==> config.mk <==
export PLATFORM = sky130hd
export DESIGN_NAME = alct_rx_link_check_flat
export DESIGN_NICKNAME = d
export VERILOG_FILES = /design/src/rtl/alct_pkg.sv /design/src/rtl/alct_rx_link_check_if.sv /design/src/rtl/sat_counter.sv /design/src/rtl/alct_rx_link_check.sv /design/src/flat_wrapper.sv
export SDC_FILE = /design/constraint.sdc
export NUM_CORES = 1
export LEC_CHECK = 0
export CAP_MARGIN = 10
export CORE_MARGIN = 2
export CORE_UTILIZATION = 45
export DETAILED_ROUTE_END_ITERATION = 12
export PLACE_DENSITY = 0.82
export SYNTH_ARGS = -nofsm -noshare
export SYNTH_HDL_FRONTEND = slang
export SYNTH_SLANG_ARGS = --single-unit
==> constraint.sdc <==
create_clock -name clock -period 7.5 [get_ports clock]
set_input_delay 1.5 -clock clock [delete_from_list [all_inputs] [get_ports clock]]
set_output_delay 1.5 -clock clock [all_outputs]
set_load 0.05 [all_outputs]
### Clock network drawn from the DEF, run 1

The bar under the picture is 50 microns long.
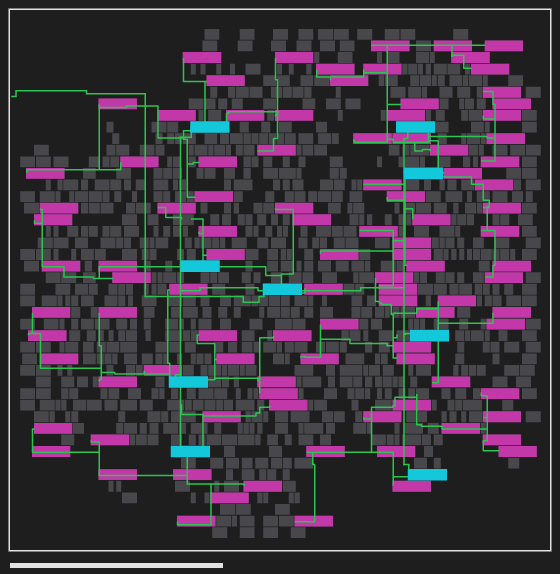
[green] clock wires | length: 1450 microns
[cyan] clock-net drivers | count: 9
[magenta] flip-flops | count: 100
routed clock nets	10
worst skew pair latency: 0.36 ns
P_clk: 0.476 mW

### Met2 routing, run 1

Cells faint in the background.
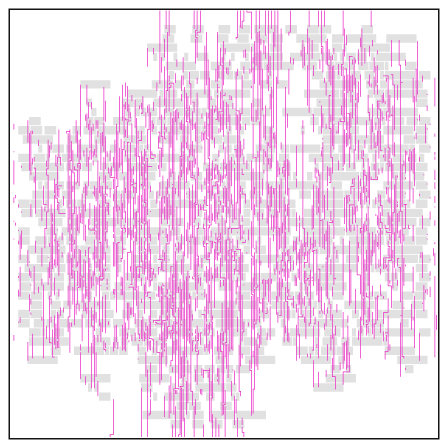
wire length on this layer	9110 microns
longest straight run	57.0 microns
nets with wire on the layer	818
share of all routed wire	46%
routed vias: 6602
GR Util met2: 38.4%

### The metal 3 layer, run 1

The bar under the picture is 50 microns long. Cells faint in the background.
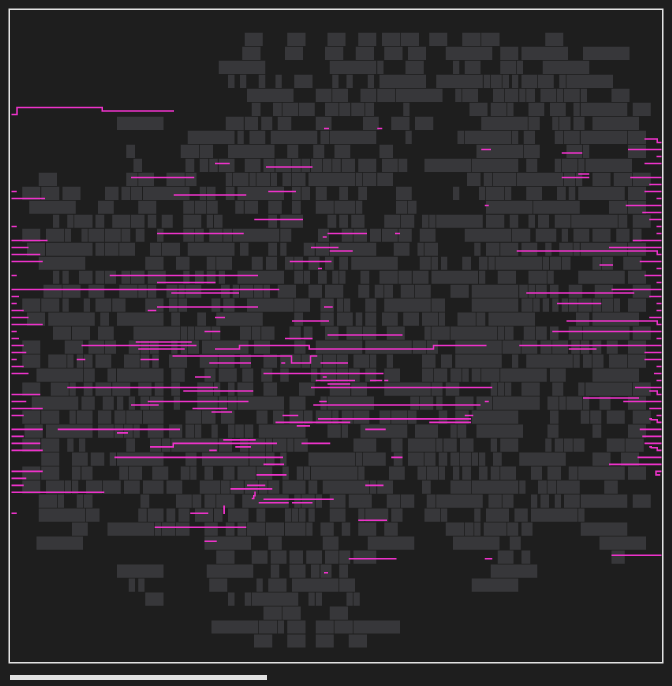
wire length on this layer	1280 microns
main direction	horizontal
longest straight run	51.8 microns
WL final: 19700 microns
global routing usage on met3: 3.12%

==> summary.txt, run 1 <==
flow finished, numbers: TNS Setup=0 ns, placed insts=around 1100, global route hottest layer=met2, OpenROAD warnings=31, Gate Area=0.00406 sq mm, Fin. Hold Viols=0, FFs w/ async S/R, synth=100%, top cells by count, synth=100 x dfrtp_1, 99 x nor2_1, 58 x a21oi_1, 54 x nand2_1, 43 x nor3_1, RSZ-0062 raised after global routing=false, most instantiated logic cells after routing=120 x clkdlybuf4s50_1, 100 x dfrtp_1, 99 x nor2_1, 58 x a21oi_1, 54 x nand2_1, number of synthesized flops with an enable pin=0, CP startpoint kind=primary input, Reg area=0.00250 sq mm, metal2 WL=9110 microns, Post-synth regs=100, CP max FO=17, Root Buffer=clkbuf_16, adder-cell share of the synthesized area=approximately 2%, Core ar.=0.0146 sq mm, Worst Hold Depth=2, top cells by area, synth=dfrtp_1 37%, nor2_1 5.5%, a21oi_1 4.3%, slowest stage delay, CP=0.58 ns, Max Slew Vio Count=0, Buf+Inv Stages, Crit Path=2, CTS Sinks=100, Max Buffers Root-to-Sink=2, Filler Cells Inserted=1311, Gate Count Post-Synth=between 800 and 900, Area leader share=36.9%, Simple-Gate Area Share=31.9%, I/O Pins=approximately 120, Tot GR Track Use=24.4%, Iter 0 DRT Violations=roughly 640, Area after DPL=0.00813 sq mm, run status=complete, no violations, Yosys top cell by instances=dfrtp_1, DR DRC count=0, Synth-to-Final Area Change=24.1%, first-pass GRT wire length=between 30000 and 40000 microns
run 1: power by group:
part / total (mW) / switching [mW] / internal (mW) / leakage [nW]
clock network: 0.476 / 0.241 / 0.234 / 0.140
logic: 0.553 / 0.321 / 0.233 / 1.85
registers: 0.751 / 0.127 / 0.624 / 1.32
run 1: per-stage QoR:
step           hold WS [ns]  setup slack (ns)
6_report              0.499              2.88
5_1_grt               0.541              2.55
4_1_cts               0.508              2.89
3_5_place_dp          0.485              2.51
3_3_place_gp          0.476              2.64
2_1_floorplan         0.470              3.32
run 1: layout make-up:
cell class | instances | share of cell area, %
clock buffer | 9 | 2.68
clock inverter | 7 | 0.743
inverter | 17 | 0.758
multi-input combinational | 646 | 48.2
sequential | 100 | 29.7
tap | 184 | 2.74
timing repair buffer | 130 | 15.1
### Track usage over the die, run 1

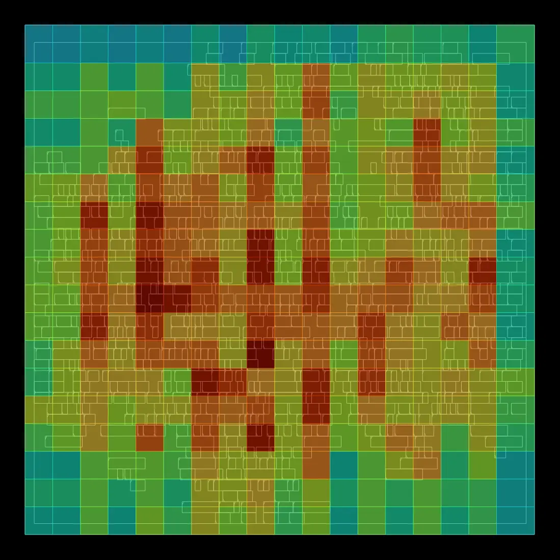

--- run 2 (diff from run 1) ---
Clock period 7.5 ns to 4.48 ns, I/O delays scaled along.
### Track usage over the die, run 2

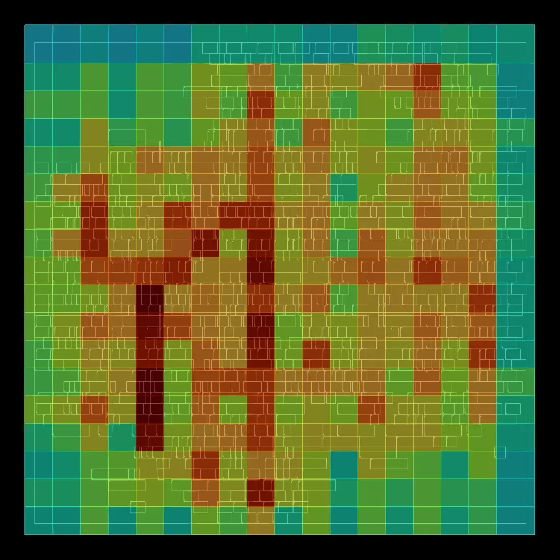
WL/cell: 17.9 microns
fin util: 58.1%

### Clock network drawn from the DEF, run 2

The bar under the picture is 50 microns long.
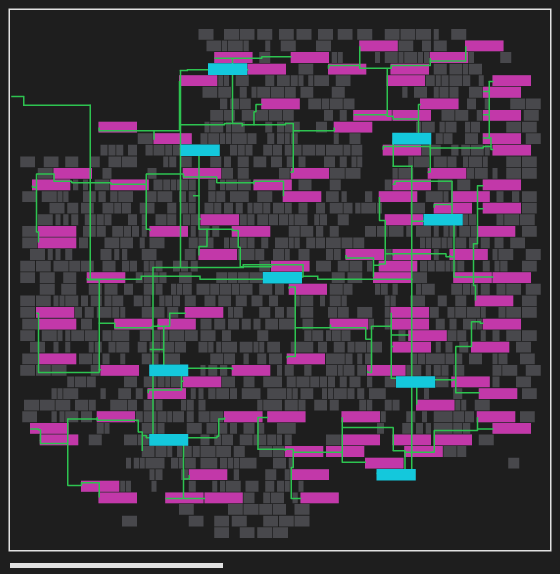
[magenta] flip-flops | count: 100
[green] clock wires | length: 1400 microns
[cyan] clock-net drivers | count: 9
routed clock nets	10
clk_skew: 0.00825 ns
P_clk: 0.744 mW
clock power share: 25.1%

### Routed metal, one color a layer, run 2

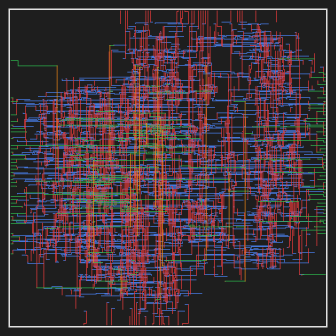
color	layer	wire length
orange	M4	679 microns
blue	M1	8660 microns
red	M2	8890 microns
green	M3	1620 microns
routed vias: 6688
Tot GR Track Use: 24.6%
WL final: 19800 microns

==> summary.txt, run 2 <==
flow finished, numbers: run status=complete, no violations (unchanged), first-pass GRT wire length=31500 microns (was 31300 microns), DR DRC count=0 (unchanged), Max Slew Vio Count=0 (unchanged), Area leader share=36.9% (unchanged), global route hottest layer=met2 (unchanged), worst setup margin=0.612 ns (was 2.88 ns), worst skew pair latency=0.36 ns (about the same), Simple-Gate Area Share=31.9% (unchanged), Area after DPL=0.00824 sq mm (was 0.00813 sq mm), placed insts=1092 (was 1077), Post-synth regs=100 (unchanged), OpenROAD warnings=31 (unchanged), Pwr top=registers (unchanged), RSZ-0062 raised after global routing=false (unchanged), most instantiated logic cells after routing=120 x clkdlybuf4s50_1, 100 x dfrtp_1, 99 x nor2_1, 58 x a21oi_1, 54 x nand2_1 (unchanged), Yosys top cell by instances=dfrtp_1 (unchanged), CP startpoint kind=primary input (unchanged), number of synthesized flops with an enable pin=0 (unchanged), Iter 0 DRT Violations=637 (was 636), Gate Count Post-Synth=802 (unchanged), TNS Setup=0 ns (unchanged), adder-cell share of the synthesized area=2.03% (unchanged), top cells by area, synth=dfrtp_1 37%, nor2_1 5.5%, a21oi_1 4.3% (unchanged), Synth-to-Final Area Change=25.5% (was 24.1%), global routing usage on met3=4.93% (was 3.12%)
==> run 2: netlist changes by cell type in the layout (fill, tap and decap cells not counted), sizes merged <==
cell	change
buf	+15
inv	-4
clkinv	+3
diode	+1
==> run 2: cell type report <==
class	instances	area (sq um)	share of cell area [%]
Multi-Input combinational cell	646	4060	47.7
Sequential cell	100	2500	29.4
Clock buffer	9	225	2.65
Clock inverter	6	40.0	0.471
Antenna cell	1	2.50	0.0294
Timing Repair Buffer	145	1390	16.3
Tap cell	184	230	2.71
Inverter	17	63.8	0.750
==> run 2: worst max-delay path: stages <==
cell             delay [ns]
clkdlybuf4s50_1        0.53
nor3b_1                0.33
o22ai_1                0.17
or4_4                  0.56
or4_4                  0.55
buf_4                  0.21
or2_2                  0.30
a2111oi_0              0.45
a31o_2                 0.17
Power and IR drop assume default switching activity.
